Run 1, placed standard cells:
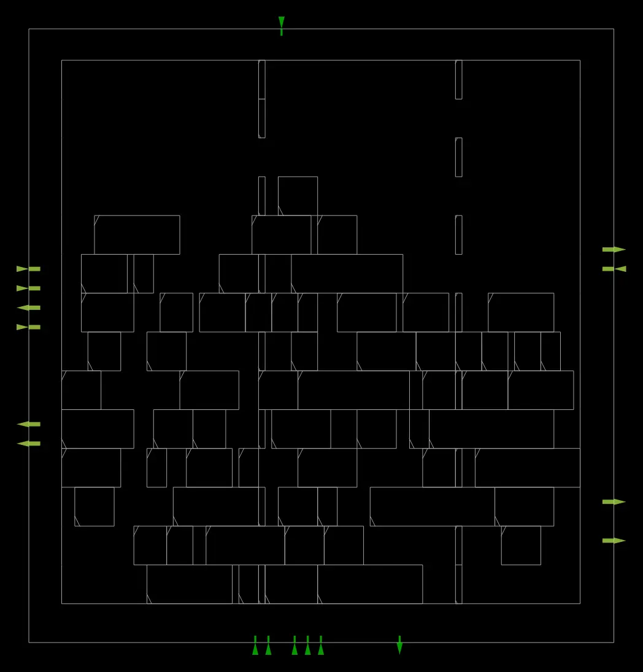
Run 1, M1 wires:
Bar = 10 microns. Supply wires on this layer in gray.
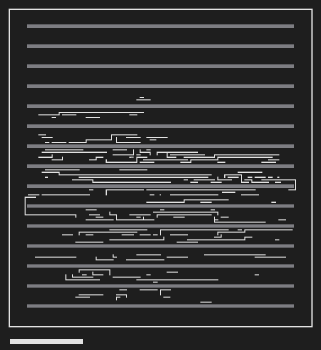
Run 1, placement by cell class:
Fill, decap, tap and diode cells in gray.
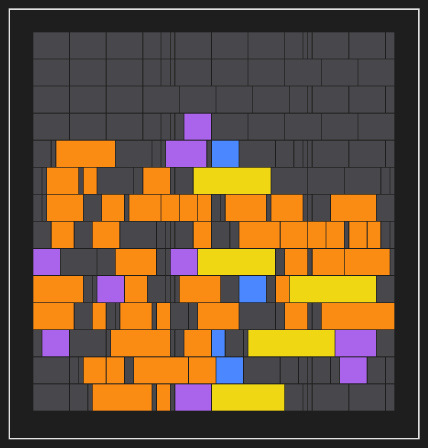
Run 1, routed metal per tile:
Bar = 10 microns. 8 x 9 tiles, from black (low) to pale yellow (high), scaled to the fullest tile. Values are wire area over tile area, all layers added.
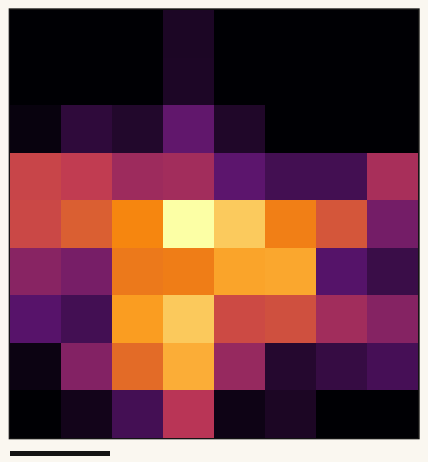
<file path="config.mk">
export PLATFORM = sky130hd
export DESIGN_NAME = updown_mod_counter_flat
export DESIGN_NICKNAME = d
export VERILOG_FILES = /design/src/rtl/counter_pkg.sv /design/src/rtl/updown_mod_counter_if.sv /design/src/rtl/counter_next.sv /design/src/rtl/updown_mod_counter.sv /design/src/flat_wrapper.sv
export SDC_FILE = /design/constraint.sdc
export NUM_CORES = 1
export LEC_CHECK = 0
export CAP_MARGIN = 20
export CORE_AREA = 2 2 39 41
export CTS_CLUSTER_SIZE = 8
export DETAILED_ROUTE_END_ITERATION = 10
export DIE_AREA = 0 0 41 43
export DONT_BUFFER_PORTS = 1
export GPL_TIMING_DRIVEN = 0
export SETUP_SLACK_MARGIN = 0.5
export SLEW_MARGIN = 20
export SYNTH_ARGS = -nofsm -noshare
export SYNTH_HDL_FRONTEND = slang
export SYNTH_SLANG_ARGS = --single-unit
</file>
<file path="constraint.sdc">
create_clock -name clk -period 2.07 [get_ports clk]
set_clock_uncertainty 0.1 [all_clocks]
set_input_delay 0.207 -clock clk [delete_from_list [all_inputs] [get_ports clk]]
set_output_delay 0.207 -clock clk [all_outputs]
set_load 0.05 [all_outputs]
</file>
<file path="src/rtl/counter_pkg.sv">
// counter_pkg: shared boundary-mode constants and default terminal value for the mod counter.
package counter_pkg;
    localparam logic MODE_WRAP = 1'b0;
    localparam logic MODE_SAT  = 1'b1;
    function automatic int default_max(input int width);
        return (1 << width) - 1;
    endfunction
endpackage

</file>
<file path="src/rtl/updown_mod_counter_if.sv">
// updown_mod_counter_if: control inputs and count/cascade outputs of one counter stage.
interface updown_mod_counter_if #(parameter int WIDTH = 4);
    logic             en;
    logic             up;
    logic             sat;
    logic             load;
    logic [WIDTH-1:0] din;
    logic [WIDTH-1:0] number;
    logic             tc;
    logic             co;
    logic             ovf;
    modport master (output en, up, sat, load, din, input number, tc, co, ovf);
    modport slave  (input en, up, sat, load, din, output number, tc, co, ovf);
endinterface

</file>
<file path="src/rtl/counter_next.sv">
// counter_next: next count and boundary flag for an enabled up/down step over 0..MAX.
module counter_next
    import counter_pkg::*;
#(
    parameter int WIDTH = 4,
    parameter int MAX   = 15
) (
    input  logic [WIDTH-1:0] number,
    input  logic             up,
    input  logic             sat,
    input  logic             en,
    output logic [WIDTH-1:0] next,
    output logic             bnd
);
    localparam logic [WIDTH-1:0] MAXV = WIDTH'(MAX);
    logic at_max, at_zero, at_edge;
    logic [WIDTH-1:0] step, wrap_val;
    always_comb begin
        at_max   = number == MAXV;
        at_zero  = number == '0;
        at_edge  = up ? at_max : at_zero;
        step     = up ? number + WIDTH'(1) : number - WIDTH'(1);
        wrap_val = up ? '0 : MAXV;
        bnd      = en & at_edge;
        next     = !en ? number : !at_edge ? step : (sat == MODE_WRAP) ? wrap_val : number;
    end
endmodule

</file>
<file path="src/rtl/updown_mod_counter.sv">
// updown_mod_counter: mod-(MAX+1) up/down counter with clamped load, wrap/saturate and cascade carry.
module updown_mod_counter
    import counter_pkg::*;
#(
    parameter int WIDTH = 4,
    parameter int MAX   = default_max(WIDTH)
) (
    input logic                  clk,
    input logic                  clr,
    updown_mod_counter_if.slave  bus
);
    localparam logic [WIDTH-1:0] MAXV = WIDTH'(MAX);
    if (MAX < 1 || MAX > (1 << WIDTH) - 1) begin : g_bad_max
        $error("updown_mod_counter: MAX out of range 1..2**WIDTH-1");
    end
    logic [WIDTH-1:0] number_q, number_d, cnt_next;
    logic             ovf_q, ovf_d, bnd;
    counter_next #(.WIDTH(WIDTH), .MAX(MAX)) u_next (
        .number (number_q),
        .up     (bus.up),
        .sat    (bus.sat),
        .en     (bus.en),
        .next   (cnt_next),
        .bnd    (bnd)
    );
    always_comb begin
        number_d = bus.load ? ((bus.din > MAXV) ? MAXV : bus.din) : cnt_next;
        ovf_d    = !bus.load & bnd;
    end
    always_ff @(posedge clk) begin
        if (clr) begin
            number_q <= '0;
            ovf_q    <= 1'b0;
        end else begin
            number_q <= number_d;
            ovf_q    <= ovf_d;
        end
    end
    assign bus.number = number_q;
    assign bus.ovf    = ovf_q;
    assign bus.tc     = bus.up ? (number_q == MAXV) : (number_q == '0);
    assign bus.co     = bus.en & bus.tc;
endmodule

</file>
<file path="src/flat_wrapper.sv">
// flat-port wrapper written by rule: the top's interface ports become plain ports
module updown_mod_counter_flat import counter_pkg::*;
#(
    parameter int WIDTH = 4,
    parameter int MAX   = default_max(WIDTH)
)
  (clk, clr, bus_en, bus_up, bus_sat, bus_load, bus_din, bus_number, bus_tc, bus_co, bus_ovf);
  updown_mod_counter_if #(.WIDTH(WIDTH)) bus_i ();
  input logic clk;
  input logic clr;
  input wire logic [$bits(bus_i.en)-1:0] bus_en;
  input wire logic [$bits(bus_i.up)-1:0] bus_up;
  input wire logic [$bits(bus_i.sat)-1:0] bus_sat;
  input wire logic [$bits(bus_i.load)-1:0] bus_load;
  input wire logic [$bits(bus_i.din)-1:0] bus_din;
  output wire logic [$bits(bus_i.number)-1:0] bus_number;
  output wire logic [$bits(bus_i.tc)-1:0] bus_tc;
  output wire logic [$bits(bus_i.co)-1:0] bus_co;
  output wire logic [$bits(bus_i.ovf)-1:0] bus_ovf;
  assign bus_i.en = bus_en;
  assign bus_i.up = bus_up;
  assign bus_i.sat = bus_sat;
  assign bus_i.load = bus_load;
  assign bus_i.din = bus_din;
  assign bus_number = bus_i.number;
  assign bus_tc = bus_i.tc;
  assign bus_co = bus_i.co;
  assign bus_ovf = bus_i.ovf;
  updown_mod_counter #(.WIDTH(WIDTH), .MAX(MAX)) u_core (.clk(clk), .clr(clr), .bus(bus_i));
endmodule
</file>
==> impl_results.rst, run 1 <==
Run summary
-----------

.. list-table::
   :header-rows: 1

   * - Metric
     - Value
   * - Number of levels in the clock H-tree
     - 1
   * - Total power consumption of the routed design
     - 397 uW
   * - Storage cell area
     - 110 sq um
   * - Layout buffer count excluding clock buffers
     - 9
   * - Status
     - finished, final reports clean
   * - Endpoints failing setup
     - 0
   * - Slack of the critical path
     - 46.8 ps
   * - Global-route wire length before repair
     - 1.57 mm
   * - Total of flip-flops plus latches after synthesis
     - 5
   * - Startpoint class of the critical path
     - flip-flop
   * - Half-perimeter wire length of the detailed placement result
     - 733 microns
   * - Fraction of the cycle the final worst path needs
     - 0.977
   * - Max stage delay on crit path
     - 440 ps
   * - Warning total across the stage logs
     - 29
   * - Design Area, Final
     - 614 sq um
   * - Max Clk Rate
     - 494 MHz
   * - Post-CTS clock slew at the launch and capture registers of the worst setup and hold paths
     - 50 ps
   * - Nature of the critical path endpoint
     - output port
   * - Met3 Routed Length
     - 57 microns
   * - Via count normalized by instance count
     - 5.43
   * - Remaining antenna violation count
     - 0
   * - Final global-route overflow total
     - 0
   * - Met1 Use GR
     - 0.163
   * - Share of cells above drive strength 1
     - 0.460
   * - Post-synthesis area per instance
     - 8.49 sq um
   * - Clock buffers
     - 4
   * - Die area
     - 0.00176 sq mm
   * - Ys Warns
     - 0
   * - Top cell area share
     - 0.231
   * - Worst min-delay path category
     - input port to flip-flop
   * - Post-synthesis instance area
     - 433 sq um
   * - Most heavily used metal layer in global routing
     - met2
   * - Wire length on met2
     - 502 microns
   * - Met2 routing resource usage after global routing
     - 0.200
   * - Number of cells in the yosys synthesis report
     - 51
   * - Register-to-register setup slack
     - 120 ps
   * - Overall die width
     - 41 microns
   * - Number of distinct standard cells referenced by the synthesized netlist
     - 33
   * - Logic gate fraction of the total cell area
     - 0.582
   * - Number of buffers inserted by hold repair at cts
     - 1
   * - Max-slew violation count
     - 0
   * - RD Place Congestion
     - 0.739
   * - Maximum number of pins on one net before global-route repair
     - 10
   * - Final-report hold violation count
     - 0
   * - Antenna diode count
     - 0
   * - Cell type contributing the most total cell area after synthesis
     - sky130_fd_sc_hd__dfxtp_1
   * - Routed metal-1 wirelength
     - 483 microns
   * - I/O Pins
     - 17
   * - Signal buffers share of area
     - 0.126
   * - Biggest Area Class
     - logic gates
   * - CTS root buf
     - sky130_fd_sc_hd__clkbuf_4
   * - Cell Count Post-Placement
     - 67
   * - Post-synth seq share
     - 0.231
   * - Buffers added on ports
     - 0
   * - Placement-stage cell area
     - 488 sq um
   * - Area growth syn-to-layout
     - 41.9%
   * - Sequence of cells on the critical path
     - buf_6 > or4_4 > nor2_4 > a21oi_4 > nor2b_4
   * - Worst VDD drop
     - 303 uV
   * - Lkg Pwr
     - 0.241 nW
   * - Skew-Pair Late Insertion Delay
     - 240 ps
   * - Total iterations of the first detailed-routing run
     - 4
   * - Overall die height
     - 43 microns
   * - Remaining DRCs
     - 0
   * - Fraction of synthesis flops using an asynchronous set or reset pin
     - 0
   * - Non-clock inverter instance count of the final layout
     - 4
   * - Setup bufs post-CTS
     - 4
   * - Fin Hold WS
     - 67.9 ps
   * - Antenna violations before repair
     - 0
   * - Critical path required time
     - 1760 ps
   * - Via count of the first global-routing pass
     - 396
   * - Arrival time reported for the critical path endpoint
     - 1720 ps
   * - Cells resized by post-CTS repair
     - 6
   * - Category of the critical setup timing path
     - flip-flop to output port
   * - Min Clock Period, post-route
     - 2020 ps
   * - Clock network share of area
     - 0.0428
   * - Total Negative Setup Slacks
     - 0 ps
   * - Clock buffer count from CTS
     - 3
   * - GR Util All Layers
     - 0.135
   * - CTS tree
     - done
   * - Synthesis area per yosys
     - 433 sq um
   * - Clock buffer depth
     - 2
   * - Library cell with the highest instance count after synthesis
     - sky130_fd_sc_hd__dfxtp_1
   * - Initial DRC Count
     - 5
   * - Cells after Synth
     - 51
   * - Top sig layer
     - met4
   * - Final routed wirelength across all metal layers
     - 1.07 mm
   * - Max transition margin
     - 0.686
   * - Comb gates
     - 41
   * - Average wire per standard cell
     - 13.6 microns
   * - List of most frequent post-synthesis cells
     - sky130_fd_sc_hd__dfxtp_1, sky130_fd_sc_hd__a21oi_1, sky130_fd_sc_hd__inv_1, sky130_fd_sc_hd__nand2_1, sky130_fd_sc_hd__o21a_1
   * - Placeable core region
     - 0.00138 sq mm
   * - Post-synth tally of flip-flops with integrated enable
     - 0
   * - Post-Place Worst Slack
     - 270 ps
   * - Combined area of the multi-input logic cells
     - 358 sq um
   * - Unrepaired setup endpoints after global routing
     - yes
   * - Slew at the pin closest to its max-slew limit
     - 471 ps
   * - Tapcell count
     - 16
   * - Initial core utilization
     - 0.313
   * - Main area contributors after synthesis
     - sky130_fd_sc_hd__dfxtp_1, sky130_fd_sc_hd__ha_1, sky130_fd_sc_hd__o21a_1, sky130_fd_sc_hd__o221a_1, sky130_fd_sc_hd__fa_1
   * - P per Cell Area
     - 646 mW/mm^2
   * - Num Clock Sinks
     - 5
   * - Top fanout value on the critical path
     - 3
   * - Crit-path slowest cell
     - sky130_fd_sc_hd__or4_4
   * - Final core area utilization
     - 0.444
   * - Max-cap viol count
     - 0
   * - Routing usage on met3
     - 0.0262
   * - Top flip-flop cell by instance count after synthesis
     - sky130_fd_sc_hd__dfxtp_1
   * - Via Count
     - 429
   * - Number of nets in the layout
     - 77
   * - Net count of the mapped netlist
     - 64
About 'placed standard cells':
total of fill cells in the finished design: 141
number of standard cells in the layout, taps in and fillers out: 79
number of flip-flops and latches: 5
# rows: 14
flop share of the area: 0.179

About 'M1 wires':
share of all routed wire: 45%
wire length on this layer: 484 microns

About 'placement by cell class':
| color | class | cells |
|---|---|---|
| purple | remaining buffers and delay cells | 9 |
| yellow | sequential cells | 5 |
| blue | clock drivers and dummy loads | 4 |
| orange | combinational and other logic | 45 |

About 'routed metal per tile':
mean over tiles: 0.098
emptiest ninth of the die: upper right
densest ninth of the die: center
fullest tile: 0.34

run 1: layout by cell type (no fill, tap or decap), drive strengths merged, types with 2 or more instances in the layout:
| cell type | netlist | final |
|---|---|---|
| a21oi | 3 | 3 |
| and3 | 2 | 2 |
| buf | 1 | 8 |
| clkbuf | 0 | 4 |
| dfxtp | 5 | 5 |
| ha | 2 | 2 |
| inv | 3 | 3 |
| nand2 | 3 | 3 |
| nand3 | 2 | 2 |
| nor2 | 2 | 2 |
| o21a | 3 | 3 |
| o21ai | 5 | 5 |
| o221a | 2 | 2 |
run 1: sequential cells by signal (all words and copies together) (netlist names):
register	cells
u_core.bus.ovf	1
u_core.bus.number	4
run 1: logic make-up (layout without fill, tap and decap cells):
logic type / Yosys count / after routing / share of synthesized area
AND-OR/OR-AND: 17 / 17 / 0.301
XOR/XNOR: 2 / 2 / 0.0405
adder cells (fa/ha/maj): 3 / 3 / 0.104
buffers and inverters: 5 / 17 / 0.0607
flip-flops: 5 / 5 / 0.231
AND/OR/NAND/NOR: 19 / 19 / 0.263
run 1: path summary, 6_finish.rpt:
check	start	end	cells past startpoint
min	bus_din[0]	u_core.bus.number[0]	2
max reg2reg	u_core.bus.number[0]	u_core.bus.number[0]	7
max	u_core.bus.number[0]	bus_co	5
min reg2reg	u_core.bus.number[2]	u_core.bus.number[2]	2
run 1: report_power, final:
group | switching (mW) | leakage [nW] | internal [mW] | total (mW)
combinational | 0.0679 | 0.183 | 0.0666 | 0.135
sequential | 0.0439 | 0.0431 | 0.106 | 0.150
clock | 0.0390 | 0.0150 | 0.0728 | 0.112
run 1: worst max-delay path: cells and delay by family (launching register included):
kind,cells,cell delay [ps]
buffers and inverters,1,140
AND/OR/NAND/NOR,3,880
AND-OR/OR-AND,1,60
flip-flops,1,400
Run 1, wiring by layer:
Bar = 10 microns. Only two layers are drawn.
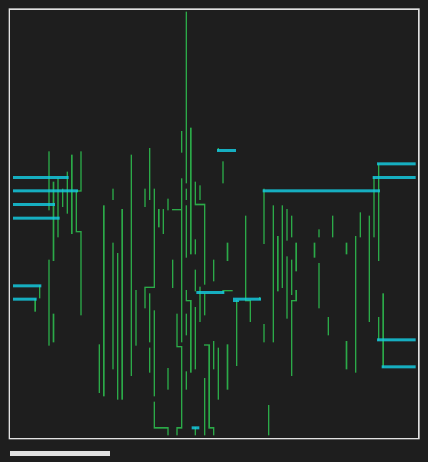

==> run 2: changes to the inputs <==
Settings changed: HOLD_SLACK_MARGIN set to 0.06.
Run 2, wiring by layer:
Bar = 10 microns. Only two layers are drawn.
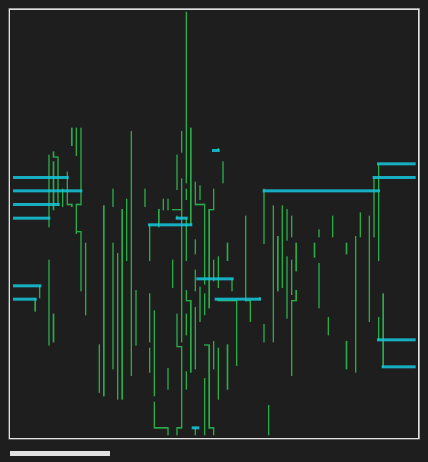
| color | layer | wire length |
|---|---|---|
| green | metal 2 | 515 microns |
| cyan | metal 3 | 63.5 microns |

Run 2, placement by cell class:
Fill, decap, tap and diode cells in gray.
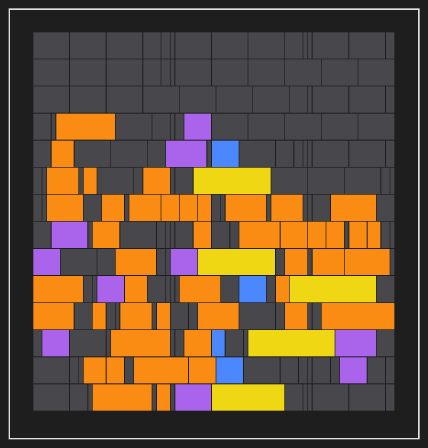
| color | class | cells |
|---|---|---|
| purple | remaining buffers and delay cells | 10 |
| blue | clock drivers and dummy loads | 4 |
| orange | combinational and other logic | 45 |
| yellow | sequential cells | 5 |

==> impl_results.rst, run 2 <==
Run summary
-----------

.. list-table::
   :header-rows: 1

   * - Metric
     - Value
   * - Status
     - finished, final reports clean
   * - Design Area, Final
     - 624 sq um (+1.6%)
   * - List of most frequent post-synthesis cells
     - sky130_fd_sc_hd__dfxtp_1, sky130_fd_sc_hd__a21oi_1, sky130_fd_sc_hd__inv_1, sky130_fd_sc_hd__nand2_1, sky130_fd_sc_hd__o21a_1
   * - Die area
     - 0.00176 sq mm (unchanged)
   * - Number of distinct standard cells referenced by the synthesized netlist
     - 33 (unchanged)
   * - Number of nets in the layout
     - 78 (+1.3%)
   * - Remaining antenna violation count
     - 0 (unchanged)
   * - Endpoint of the worst register-to-register path
     - u_core.bus.number[0]
   * - GR Util All Layers
     - 0.138 (+0.00301)
   * - Lkg Pwr
     - 0.245 nW (+1.7%)
   * - Initial DRC Count
     - 5 (unchanged)
   * - Post-synthesis area per instance
     - 8.49 sq um (unchanged)
   * - Global-route wire length before repair
     - 1.59 mm (+1.7%)
   * - Skew-Pair Late Insertion Delay
     - 250 ps (about the same)
   * - Worst R2R Start
     - u_core.bus.number[0]
   * - Top flip-flop cell by instance count after synthesis
     - sky130_fd_sc_hd__dfxtp_1
   * - Slew at the pin closest to its max-slew limit
     - 471 ps (unchanged)
   * - Endpoints failing setup
     - 0 (unchanged)
   * - Unrepaired setup endpoints after global routing
     - yes
   * - Total of fill cells in the finished design
     - 139 (-1.4%)
   * - Net count of the mapped netlist
     - 64 (unchanged)
   * - Final core area utilization
     - 0.451 (+0.00723)
   * - Crit-path slowest cell
     - sky130_fd_sc_hd__or4_4
   * - P per Cell Area
     - 642 mW/mm^2 (-0.58%)
   * - Adder share
     - 0.104 (unchanged)
   * - Final-report hold violation count
     - 0 (unchanged)
   * - Post-CTS clock slew at the launch and capture registers of the worst setup and hold paths
     - 50 ps (about the same)
   * - Sequence of cells on the critical path
     - buf_6 > or4_4 > nor2_4 > a21oi_4 > nor2b_4
   * - Post-synth seq share
     - 0.231 (unchanged)
   * - Area growth syn-to-layout
     - 44.2%
   * - Post-synthesis instance area
     - 433 sq um (unchanged)
   * - And+or+nand+nor area frac
     - 0.263 (unchanged)
   * - Placement-stage cell area
     - 488 sq um (unchanged)
   * - Storage cell area
     - 110 sq um (unchanged)
   * - Library cell with the highest instance count after synthesis
     - sky130_fd_sc_hd__dfxtp_1
   * - Via count normalized by instance count
     - 5.54 (+2.0%)
   * - Setup bufs post-CTS
     - 4 (unchanged)
   * - Max stage delay on crit path
     - 440 ps (about the same)
   * - Warning total across the stage logs
     - 29 (unchanged)
   * - Remaining DRCs
     - 0 (unchanged)
   * - Cells after Synth
     - 51 (unchanged)
   * - Initial core utilization
     - 0.313 (unchanged)
   * - Via count of the first global-routing pass
     - 409 (+3.3%)
   * - I/O Pins
     - 17 (unchanged)
   * - Category of the critical setup timing path
     - flip-flop to output port
   * - Overall die height
     - 43 microns (unchanged)
   * - Synthesis area per yosys
     - 433 sq um (unchanged)
   * - Max transition margin
     - 0.686 (unchanged)
   * - Compound Share, Synth
     - 0.301 (unchanged)
   * - RD Place Congestion
     - 0.739 (unchanged)
   * - Num Clock Sinks
     - 5 (unchanged)
   * - Number of cells in the yosys synthesis report
     - 51 (unchanged)
   * - Most common cell after layout, fill and taps aside
     - sky130_fd_sc_hd__buf_4
   * - Critical path required time
     - 1760 ps (about the same)
   * - Half-perimeter wire length of the detailed placement result
     - 733 microns (unchanged)
   * - Fraction of synthesized area in multiplexers
     - 0 (unchanged)
   * - Min Clock Period, post-route
     - 2030 ps (+5.25 ps)
   * - Overall die width
     - 41 microns (unchanged)
   * - Top Layout Cells
     - sky130_fd_sc_hd__buf_4, sky130_fd_sc_hd__nand2_1, sky130_fd_sc_hd__o21a_1, sky130_fd_sc_hd__clkbuf_4
   * - Routing usage on met3
     - 0.0262 (unchanged)
   * - Nature of the critical path endpoint
     - output port
   * - Top cell area share
     - 0.231 (unchanged)
   * - Ys Warns
     - 0 (unchanged)
   * - Met1 Use GR
     - 0.167 (+0.00321)
   * - Fraction of synthesis flops using an asynchronous set or reset pin
     - 0 (unchanged)
   * - Total of flip-flops plus latches after synthesis
     - 5 (unchanged)
   * - Main area contributors after synthesis
     - sky130_fd_sc_hd__dfxtp_1, sky130_fd_sc_hd__ha_1, sky130_fd_sc_hd__o21a_1, sky130_fd_sc_hd__o221a_1, sky130_fd_sc_hd__fa_1
   * - # rows
     - 14 (unchanged)
   * - Number of levels in the clock H-tree
     - 1 (unchanged)
   * - Antenna violations before repair
     - 0 (unchanged)
   * - Top fanout value on the critical path
     - 3 (unchanged)
   * - Antenna diode count
     - 0 (unchanged)
   * - Worst min-delay path category
     - input port to flip-flop
   * - Startpoint class of the critical path
     - flip-flop
   * - Cell type contributing the most total cell area after synthesis
     - sky130_fd_sc_hd__dfxtp_1
   * - Max Clk Rate
     - 493 MHz (-0.26%)
   * - Most heavily used metal layer in global routing
     - met2
   * - Combined area of the multi-input logic cells
     - 358 sq um (unchanged)
   * - Worst R2R Path Depth
     - 7 (unchanged)
   * - Number of buffers inserted by hold repair at cts
     - 2 (+1)
   * - Largest logic family
     - AND-OR/OR-AND gates
   * - Clock buffer count from CTS
     - 3 (unchanged)
   * - Final global-route overflow total
     - 0 (unchanged)
   * - Number of flip-flops in the largest register
     - 4 (unchanged)
   * - Register-to-register setup slack
     - 110 ps (about the same)
   * - Depth of the worst hold-timing path
     - 2 (unchanged)
   * - Arrival time reported for the critical path endpoint
     - 1720 ps (about the same)
   * - Post-synth tally of flip-flops with integrated enable
     - 0 (unchanged)
   * - CTS tree
     - done
   * - Cells resized by post-CTS repair
     - 6 (unchanged)
   * - Average wire per standard cell
     - 13.6 microns (about the same)
   * - CTS root buf
     - sky130_fd_sc_hd__clkbuf_4
   * - Max-slew violation count
     - 0 (unchanged)
   * - Maximum number of pins on one net before global-route repair
     - 10 (unchanged)
   * - Worst VDD drop
     - 306 uV (+1.1%)
   * - Met2 routing resource usage after global routing
     - 0.206 (+0.00625)
   * - Buffers added on ports
     - 0 (unchanged)
   * - Clock buffer depth
     - 2 (unchanged)
   * - Max-cap viol count
     - 0 (unchanged)
   * - Total power consumption of the routed design
     - 401 uW (+1.0%)
   * - Fraction of the cycle the final worst path needs
     - 0.980 (+0.00253)
   * - Share of cells above drive strength 1
     - 0.453 (-0.00719)
   * - Origin of the worst min-delay path
     - bus_din[0]
   * - Total iterations of the first detailed-routing run
     - 4 (unchanged)
Run 2, routed metal per tile:
Bar = 10 microns. 8 x 9 tiles, from black (low) to pale yellow (high), scaled to the fullest tile. Values are wire area over tile area, all layers added.
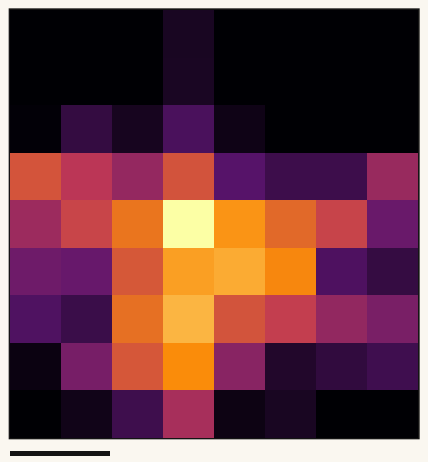
Via Count: 443
final routed wirelength across all metal layers: 1.09 mm

-- run 2: cell counts after synthesis --
No cell type changed its count.
-- run 2: metal layers --
metal / up-vias / wire length, microns
li1: 215 / -
met1: 203 / 478
met2: 21 / 515
met3: 4 / 63
met4: 0 / 29
met5: - / 0
-- run 2: area by class of cell --
cell class | count | area share
tap | 16 | 0.0321
multi-input combinational | 41 | 0.573
sequential | 5 | 0.176
timing repair buffer | 9 | 0.122
inverter | 4 | 0.0361
clock buffer | 4 | 0.0421
buffer | 1 | 0.0180
-- run 2: worst max path at each step --
stage                                     from     end  slack (ps)  cells after the start
after floorplan           u_core.bus.number[0]  bus_co         310                      5
after global routing      u_core.bus.number[0]  bus_co          -3                      5
after global placement    u_core.bus.number[0]  bus_co         270                      5
after CTS                 u_core.bus.number[0]  bus_co          50                      5
final                     u_core.bus.number[0]  bus_co          40                      5
after detailed placement  u_core.bus.number[0]  bus_co         270                      5
-- run 2: stage by stage --
step	instances	hold slack, ps	setup slack, ps	setup TNS [ps]
floorplan	51	166	312	0
global placement	67	172	266	0
detailed placement	67	176	270	0
CTS	77	66.7	53.9	0
global route	80	72.3	-3.46	-3.46
finish	80	63.3	41.5	0
-- run 2: kinds of logic (layout without fill, tap and decap cells) --
family                   count (synthesis)  count (layout)
buffers and inverters                    5              18
flip-flops                               5               5
AND-OR/OR-AND                           17              17
XOR/XNOR                                 2               2
adder cells (fa/ha/maj)                  3               3
AND/OR/NAND/NOR                         19              19
-- run 2: worst max-delay path, delay by kind of cell, from the launching register on --
family          cells  cell delay [ps]
compound gates      1               60
buf+inv             1              140
flops               1              400
simple gates        3              880
-- run 2: where the power goes --
part,switching (mW),internal (mW)
registers,0.0441,0.106
clock network,0.0412,0.0730
logic,0.0683,0.0679
Power is estimated from default activity; no workload was simulated.
